Design alaghi_nadder_cfg, sky130hd; sources not shown.
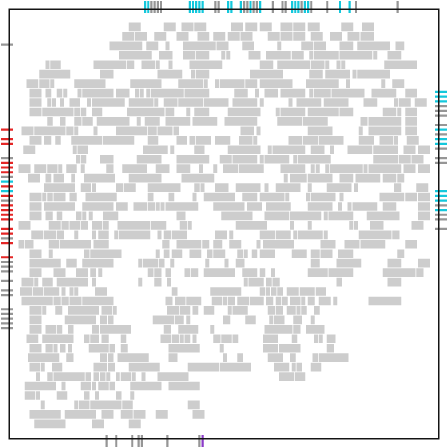
**Above:** run 1 (pin map).
Pins as bars across the die edge, other pins in grey.
- out_valid: purple (pins 1; direction output; edge south)
- out_ones: red (pins 16; direction output; edge west)
- cfg_mask: cyan (pins 31; direction input; edge 19 north, 10 east, 2 west)
- all pins by edge: 37 north, 34 west, 22 east, 8 south
Die H: 123.2 um
die width: 123.2 um
port bufs: 100

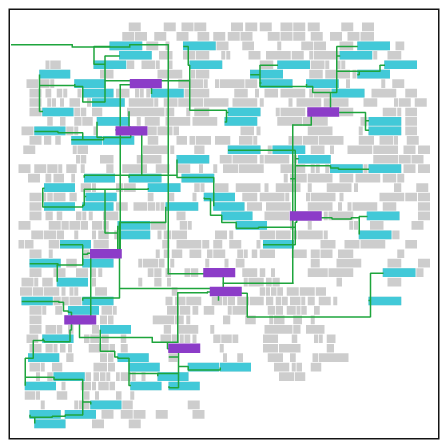
**Above:** run 1 (clock wires, drivers and flops).
- flip-flops: cyan (count 77)
- clock wires: green (length 1270 um)
- clock-net drivers: purple (count 9)
- routed clock nets: 10
- flops lie: widely spread

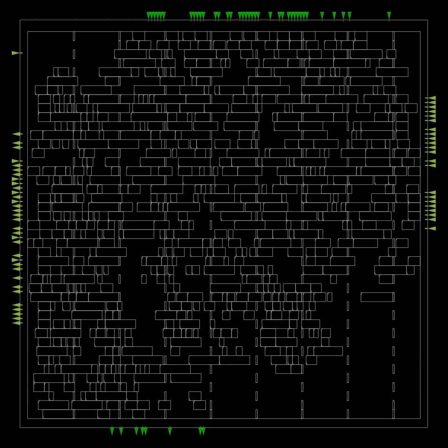
**Above:** run 1 (placement view).
tap cells: 180
Layout Utilization: 51.71%
number of fill cells: 1256
Non-Filler Instances: 817
Rows: 43

==> flow_summary.ini, run 1 <==
; synthesis and place-and-route metrics
[outcome]
outcome = finished, final reports clean

[yosys]
top_cell_area_share_pct = 18.05
most_common_cell = inv_1
synth-async-reset-ratio_pct = 100.0
edf_count = 0
syn_area_mm2 = 0.005683
yosysWarnings = 0
yosys.area.top_type = dfrtp_1
ys_cells = 530
syn_inst = 530
ys.flop_type = dfrtp_1
ys_top_cells_by_count = 54 x inv_1, 49 x fa_1, 46 x nand2_1, 41 x dfrtp_1, 41 x nor2_1
fp_nets = 677
ys_types = 63
synth_seq_share_pct = 34.70
syn_area_per_cell_um2 = 10.72
topCellsByArea = dfrtp_1 18%, fa_1 17%, dfstp_2 17%, ha_1 6.8%, mux2_2 6.7%
yosys_area_mm2 = 0.005683
ys_ff = 77

[clock_tree]
clk_transition_reported_paths_ns = 0.06
clk_path_buf_depth = 2
h-tree-depth = 3
ctsRootBufferMaster = clkbuf_16
cts.sinks = 77
clock.latency.late_pin_ns = 0.35
cts_tree = done
postCtsHoldBufs = 0
cts_setup_buffers = 0
cts_resized = 0
cts-buffers-inserted = 9

[timing]
tns_ns = 0
whs_ns = 0.4540
worst_pin_slew_ns = 0.9743
finalCritPeriodShare_pct = 92.24
finalSetupViolCount = 0
setup_slack_ns = 0.7892
fmax_ghz = 0.1066
rsz0062_at_grt = no
final-max-slew-violation-count = 0
post-route-min-period_ns = 9.381
hold_viol = 0
slew_headroom_pct = 35.05

[finish]
logic_area_mm2 = 0.003465
seq_share_pct = 27.47
final_cell_mix = 98 x clkdlybuf4s50_1, 54 x inv_1, 49 x fa_1
clockNetworkAreaShare_pct = 4.305
comb_area_share_pct = 48.27
nNonClkBuffers = 101
layout-drive-gt1-share_pct = 17.11
diodes = 0
mostFrequentLayoutCell = clkdlybuf4s50_1
logic_gate_count = 388
nets = 779
ff_latch_area_mm2 = 0.001972
nClkBuffers = 11
flop-count = 77
area_delta_synth_final_pct = 26.31
largest_reg_flops = 31
inverters = 55
largestClassByArea = multi-input combinational cells
buffer_area_share_pct = 13.94

[route]
drc = 0
vias = 4165
drtIter0Drc = 117
postRouteAntennaNets = 0
dr.pass1.iters = 4
wl_per_cell_um = 16.18
vias_per_cell = 5.098
routed_wl_um = 13220

[worst_hold_path]
hp-class = flop to flop
min_delay_path_depth = 2

[worst_setup_path]
cpPeakStageDelay_ns = 0.55
critPathSlowestCell = fa_1
critical_path.top_delay_family = adder cells
criticalPathCategory = primary input to flop
required_ns = 10.32
worst-r2r-setup-slack_ns = 2.51
start_kind = primary input
path_common_cell = fa_1
cp-end-kind = flop
path_depth = 27
critical_path_arrival_ns = 9.53
path_buffers = 5
critPathMaxFanout = 7
r2r_cells = 26

[place]
dp_hpwl_um = 10210
place.gp.congestion = 0.8283
pre_cts_ws_ns = 0.3932

[floorplan]
fp_util_pct = 40.94
dieArea_mm2 = 0.01518
io_pins = 101
core_mm2 = 0.01388

[global_routing]
grt_start_max_net_pins = 78
grt_use_total_pct = 19.07
grt_pass1_vias = 4480
antenna_found_initial = 0
grt_pass1_wl_um = 22190
grt_overflow = 0

[run]
tool_warnings = 28
cap_violations = 0
[run 1: metrics by stage]
stage	instance area, um2	cells
global route	7178	817
floorplan	5683	530
finish	7178	817
global placement	6869	801
detailed placement	6869	801
CTS	7178	817
[run 1: metal layers]
layer / share of wire, % / GRT usage, %
met1: 46 / 26.00
met2: 48 / 30.15
met3: 4.3 / 3.828
met4: 1.6 / 7.031
met5: 0 / 0
[run 1: kinds of logic (layout without fill, tap and decap cells)]
group	count (synthesis)	in the layout	share of synthesized area (%)
fa+ha+maj	81	81	24.26
mux	38	38	7.442
compound gates	66	66	8.191
simple gates	168	168	15.30
xor+xnor	35	35	5.768
flops	77	77	34.70
buf+inv	65	172	4.337
**Run 1: routed metal, one colour a layer**

Bar = 20 um.
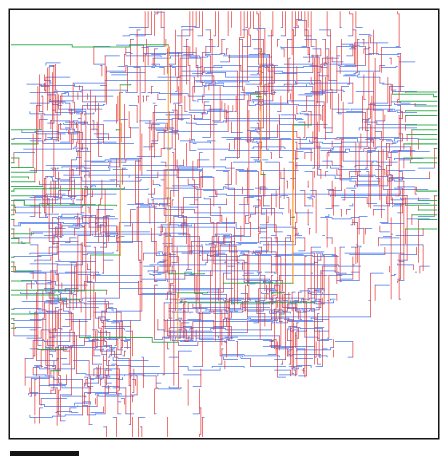

--- run 2 (diff from run 1) ---
- MAX_ROUTING_LAYER: unset -> met4
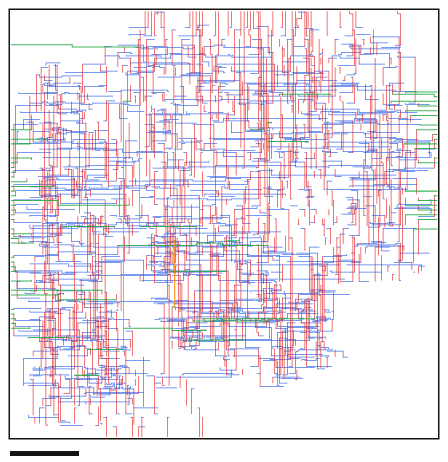
**Above:** run 2 (routed metal, one colour a layer).
Bar = 20 um.
- M2: red (wire length 6450 um)
- M4: orange (wire length 178 um)
- M1: blue (wire length 6100 um)
- M3: green (wire length 612 um)
GRT Util Overall: 19.60%
final WL: 13340 um
Vias: 4158

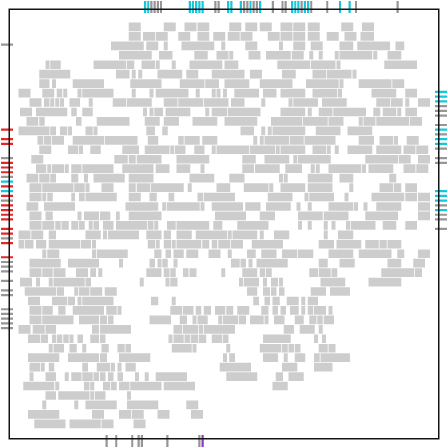
**Above:** run 2 (pin map).
Pins as bars across the die edge, other pins in grey.
- out_ones: red (pins 16; direction output; edge west)
- out_valid: purple (pins 1; direction output; edge south)
- cfg_mask: cyan (pins 31; direction input; edge 19 north, 10 east, 2 west)
- all pins by edge: 37 north, 34 west, 22 east, 8 south

==> run 2 against run 1 <==
Net effect: global-route usage rose by 0.53 points; first-iteration DRC count up 58%; worst hold slack improved by 0.016 ns; utilization decreased by 0.22 points; cell count unchanged; non-clock buffer count stayed put; maximum frequency fell by 0.88%; sequential share of layout area is 0.12 points higher; clock-buffer cell count up 2; register-to-register slack got worse by 0.08 ns; critical path type unchanged; largest cell class unchanged.
==> flow_summary.ini, run 2 <==
; synthesis and place-and-route metrics
[floorplan]
dieWidth_um = 123.2
io_pins = 101
num_rows = 43
taps = 180
die_h_um = 123.2
dieArea_mm2 = 0.01518
core_mm2 = 0.01388

[worst_setup_path]
path_common_cell = fa_1
critical_path.top_delay_family = adder cells
path_depth = 27
critical_path_arrival_ns = 9.60
worst-r2r-setup-slack_ns = 2.43
critPathSlowestCell = fa_1
required_ns = 10.31
path_buffers = 5
criticalPathCategory = primary input to flop
r2r_cells = 26
start_kind = primary input
critPathMaxFanout = 7

[run]
cap_violations = 0

[place]
port-buffer-count = 100
dp_hpwl_um = 10240
place.gp.congestion = 0.8391

[finish]
comb_area_share_pct = 48.47
nFillCells = 1272
nNonClkBuffers = 101
mostFrequentLayoutCell = clkdlybuf4s50_1
logic_gate_count = 388
largest_reg_flops = 31
inverters = 55
flop-count = 77
largestClassByArea = multi-input combinational cells
final_cell_mix = 98 x clkdlybuf4s50_1, 54 x inv_1, 49 x fa_1
logic_area_mm2 = 0.003465
ff_latch_area_mm2 = 0.001972
layout-drive-gt1-share_pct = 16.80
nets = 779
seq_share_pct = 27.59
buffer_area_share_pct = 14.00

[timing]
hold_viol = 0
rsz0062_at_grt = no
tns_ns = 0
fmax_ghz = 0.1057
slew_headroom_pct = 33.07
final-max-slew-violation-count = 0
finalCritPeriodShare_pct = 93.06
finalSetupViolCount = 0
post-route-min-period_ns = 9.464
worst_pin_slew_ns = 1.004

[global_routing]
antenna_found_initial = 0
grtUsageMet3_pct = 3.367
grt_use_met2_pct = 30.91
grt_start_max_net_pins = 78
use_met1_pct = 25.68
grt.busiest_layer = met2
grt_pass1_vias = 4478

[yosys]
aoi_share_pct = 8.190
ys_types = 63
topCombFamilyByArea = adder cells
top_cell_area_share_pct = 18.05
yosysWarnings = 0
mux_share_pct = 7.442
yosys.area.top_type = dfrtp_1
yosys_area_mm2 = 0.005683
simple_gate_share_pct = 15.30
ys_top_cells_by_count = 54 x inv_1, 49 x fa_1, 46 x nand2_1, 41 x dfrtp_1, 41 x nor2_1
syn_area_per_cell_um2 = 10.72
ys_sh_xor_pct = 5.768
synth_seq_share_pct = 34.70
fp_nets = 677
topCellsByArea = dfrtp_1 18%, fa_1 17%, dfstp_2 17%, ha_1 6.8%, mux2_2 6.7%
syn_inst = 530
edf_count = 0

[route]
dr.pass1.iters = 4
postRouteAntennaNets = 0
wl_met2_um = 6446
wl_met1_um = 6100
met3_length_um = 612
vias_per_cell = 5.089
drtIter0Drc = 185
wl_per_cell_um = 16.32
highest_layer = met4

[clock_tree]
cts_tree = done
h-tree-depth = 3
clock.latency.late_pin_ns = 0.34
cts-buffers-inserted = 9
cts_setup_buffers = 0
cts_resized = 0
clk_transition_reported_paths_ns = 0.06
ctsRootBufferMaster = clkbuf_16
clk_path_buf_depth = 2

[outcome]
outcome = finished, final reports clean

[worst_hold_path]
min_delay_path_depth = 2
-- run 2: netlist changes by cell type in the layout (fill, tap and decap cells not counted) --
cell       change
bufinv_16      -1
clkbuf_1       +2
clkinv_2       -1
inv_4          +1
inv_6          -1
-- run 2: metrics by stage --
stage | hold slack [ns] | setup slack (ns) | instance area, um2 | util, % | std cells
2_1_floorplan | 0.4121 | 1.371 | 5683 | - | 530
3_3_place_gp | 0.4476 | 0.5795 | 6869 | 49.49 | 801
3_5_place_dp | 0.4414 | 0.4150 | 6869 | 49.49 | 801
4_1_cts | 0.4736 | 0.7384 | 7148 | 51.50 | 817
5_1_grt | 0.4977 | 0.3394 | 7148 | 51.50 | 817
6_report | 0.4696 | 0.7060 | 7148 | 51.50 | 817
